Met3 routing:
Drawn at 6 px/um. Cells faint in the background.
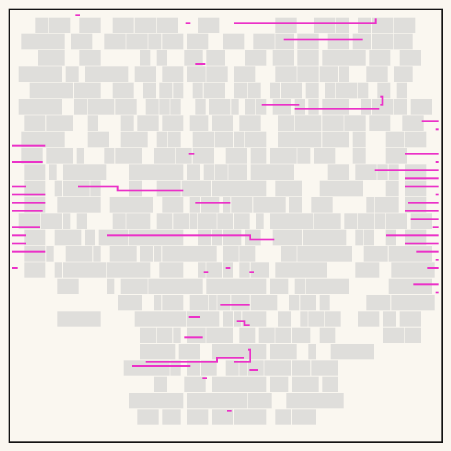
Clock distribution:
Drawn at 4 px/um.
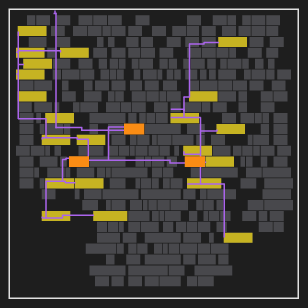
Local utilization:
Drawn at 4 px/um. The die is cut into 7 by 7 equal tiles; white is low, dark blue is high, 0 to 100% covered.
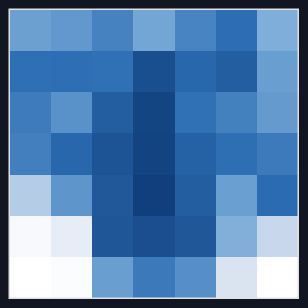
The clock network:
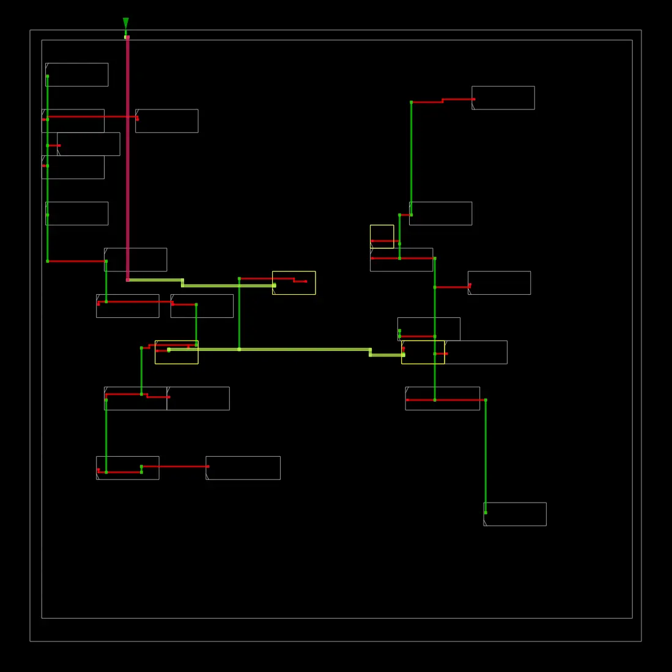
[src/rtl/mux_n_reg.sv]
// Registered N-channel operand selector with valid/ready handshakes.
// Fixed-select or round-robin grant feeds a single output register slot.
module mux_n_reg #(
  parameter int WIDTH    = 16,
  parameter int CHANNELS = 4,
  parameter int SEL_W    = 2
) (
  input  logic                        CLK,
  input  logic                        Reset,
  input  logic [WIDTH*CHANNELS-1:0]   In,
  input  logic [CHANNELS-1:0]         InValid,
  output logic [CHANNELS-1:0]         InReady,
  input  logic [SEL_W-1:0]            S,
  input  logic                        Mode,
  output logic [WIDTH-1:0]            R,
  output logic [SEL_W-1:0]            RChan,
  output logic                        RValid,
  input  logic                        RReady
);

  localparam logic [SEL_W:0] NCH = (SEL_W+1)'(CHANNELS);

  logic [WIDTH-1:0]    r_q, r_d;
  logic [SEL_W-1:0]    rchan_q, rchan_d;
  logic                rvalid_q, rvalid_d;
  logic [SEL_W-1:0]    ptr_q, ptr_d;

  logic                slot_free_s;
  logic [SEL_W:0]      probe_s;
  logic                rr_hit_s;
  logic                rr_found_s;
  logic [SEL_W-1:0]    rr_idx_s;
  logic [SEL_W-1:0]    cand_s;
  logic                cand_ok_s;
  logic [CHANNELS-1:0] in_ready_s;
  logic                xfer_s;
  logic [WIDTH-1:0]    cand_data_s;
  logic [SEL_W:0]      ptr_inc_s;
  logic [SEL_W-1:0]    ptr_nxt_s;

  // Round-robin search: scan from the far end so the channel closest to ptr wins.
  always_comb begin
    rr_found_s = 1'b0;
    rr_idx_s   = '0;
    probe_s    = '0;
    rr_hit_s   = 1'b0;
    for (int k = CHANNELS - 1; k >= 0; k--) begin
      probe_s = {1'b0, ptr_q} + (SEL_W+1)'(k);
      probe_s = (probe_s >= NCH) ? (probe_s - NCH) : probe_s;
      for (int j = 0; j < CHANNELS; j++) begin
        rr_hit_s   = (probe_s == (SEL_W+1)'(j)) && InValid[j];
        rr_found_s = rr_found_s | rr_hit_s;
        rr_idx_s   = rr_hit_s ? probe_s[SEL_W-1:0] : rr_idx_s;
      end
    end
  end

  // Candidate selection, ready generation and data mux.
  always_comb begin
    slot_free_s = !rvalid_q || RReady;
    if (Mode) begin
      cand_s    = rr_idx_s;
      cand_ok_s = rr_found_s;
    end else begin
      cand_s    = S;
      cand_ok_s = ({1'b0, S} < NCH);
    end
    in_ready_s  = '0;
    cand_data_s = '0;
    for (int i = 0; i < CHANNELS; i++) begin
      in_ready_s[i] = cand_ok_s && slot_free_s && (cand_s == SEL_W'(i));
      cand_data_s   = (cand_s == SEL_W'(i)) ? In[i*WIDTH +: WIDTH] : cand_data_s;
    end
    xfer_s    = |(in_ready_s & InValid);
    ptr_inc_s = {1'b0, cand_s} + (SEL_W+1)'(1);
    ptr_nxt_s = (ptr_inc_s >= NCH) ? '0 : ptr_inc_s[SEL_W-1:0];
  end

  // Output slot and pointer next state.
  always_comb begin
    r_d      = r_q;
    rchan_d  = rchan_q;
    rvalid_d = rvalid_q;
    ptr_d    = ptr_q;
    if (xfer_s) begin
      r_d      = cand_data_s;
      rchan_d  = cand_s;
      rvalid_d = 1'b1;
      ptr_d    = Mode ? ptr_nxt_s : ptr_q;
    end else if (rvalid_q && RReady) begin
      rvalid_d = 1'b0;
    end else begin
      rvalid_d = rvalid_q;
    end
  end

  // State registers with synchronous reset.
  always_ff @(posedge CLK) begin
    if (Reset) begin
      r_q      <= '0;
      rchan_q  <= '0;
      rvalid_q <= 1'b0;
      ptr_q    <= '0;
    end else begin
      r_q      <= r_d;
      rchan_q  <= rchan_d;
      rvalid_q <= rvalid_d;
      ptr_q    <= ptr_d;
    end
  end

  assign InReady = in_ready_s;
  assign R       = r_q;
  assign RChan   = rchan_q;
  assign RValid  = rvalid_q;

endmodule

[config.mk]
export PLATFORM = sky130hd
export DESIGN_NAME = mux_n_reg
export DESIGN_NICKNAME = d
export VERILOG_FILES = /design/src/rtl/mux_n_reg.sv
export SDC_FILE = /design/constraint.sdc
export NUM_CORES = 1
export LEC_CHECK = 0
export CAP_MARGIN = 30
export CORE_UTILIZATION = 35
export CTS_CLUSTER_SIZE = 40
export DETAILED_ROUTE_END_ITERATION = 7
export GPL_TIMING_DRIVEN = 0
export PLACE_DENSITY = 0.77
export SLEW_MARGIN = 20
export SYNTH_ARGS = -nofsm -noshare
export SYNTH_HDL_FRONTEND = slang
export SYNTH_SLANG_ARGS = --single-unit
[constraint.sdc]
create_clock -name CLK -period 3.7 [get_ports CLK]
set_clock_uncertainty 0.1 [all_clocks]
set_input_delay 0.925 -clock CLK [delete_from_list [all_inputs] [get_ports CLK]]
set_output_delay 0.925 -clock CLK [all_outputs]
set_load 0.1 [all_outputs]
==> results_dict.tcl <==
# implementation run metrics
set metrics [dict create \
    outcome "complete, but fails checks" \
    ys_sh_xor 0 \
    min_path_type "reg2reg" \
    n_antenna_cell 0 \
    violations_in_the_final_reports "negative setup slack" \
    crit_start "InValid[3]" \
    stage_log_warnings 36 \
    ratio_of_final_minimum_period_to_clock_period 1.05 \
    postCtsSetupBuffers 14 \
    nNonClkInverters 6 \
    synthesis.area_per_instance_um2 8.64 \
    max_freq_mhz 257 \
    postSynth.asyncResetShare 0 \
    clockNetworkPower_w 0.000157 \
    tot_gr_track_use 0.229 \
    power.combinational.fraction 0.778 \
    layout.cells.non_filler 385 \
    grt_use_met3 0.0361 \
    ioPinCount 97 \
    fp_nets 281 \
    finalSetupViolations 4 \
    ys_sh_adder 0.0658 \
    timing.critical_path.cells "buf_8 > a22oi_2 > o211ai_1 > buf_4 > a2111oi_4 > and4bb_4 > buf_6 > ha_4 > clkbuf_16 > and3_4 > buf_12" \
    multiInputCombCellCount 156 \
    sequentialPower_w 0.000355 \
    seq_area_frac 0.131 \
    cts_tree "yes" \
    post-route-worst-setup-slack_ps -195 \
    crit_family "buffers and inverters" \
]
About 'met3 routing':
- nets with wire on the layer: 48
- main direction: horizontal
- longest straight run: 23.7 um
- wire length on this layer: 268 um
- share of all routed wire: 4.3%

About 'clock distribution':
- purple: clock wires (length 290 um)
- orange: cells driving clock nets (count 3)
- yellow: flip-flops (count 21)
- routed clock nets: 4

About 'local utilization':
- tiles over 75% full: 35%
- mean over tiles: 62%
- nearly empty tiles: 6.1%
- densest ninth of the die: center

About 'the clock network':
clock buffer count from CTS: 3
sink count of the clock tree: 21
clock latency at the later pin of the worst-skew pair: 270 ps
sequential cell count: 21
clkbuf count: 3

[synthesized netlist by cell type, types with 2 or more instances]
cell type  count  share of area
dfxtp_1       21           0.25
a21oi_1       20          0.059
a211oi_2      18           0.13
nor2b_1       17          0.062
a221oi_1      15          0.077
nor3_1        15          0.044
nor2_2        12          0.044
clkbuf_1       9          0.020
ha_1           9          0.066
nor2_1         8          0.018
inv_1          6          0.013
a22o_1         5          0.026
a22oi_1        5          0.022
and3_1         4          0.015
nand2_1        4         0.0088
o21ai_0        4          0.012
and2_1         2         0.0073
buf_2          2         0.0059
buf_6          2          0.013
nand4_1        2         0.0073
o211ai_1       2         0.0088
[sequential cells by signal, summed over array words and instances, names as in the netlist]
signal,cells
RValid,1
ptr_q,2
RChan,2
R,16
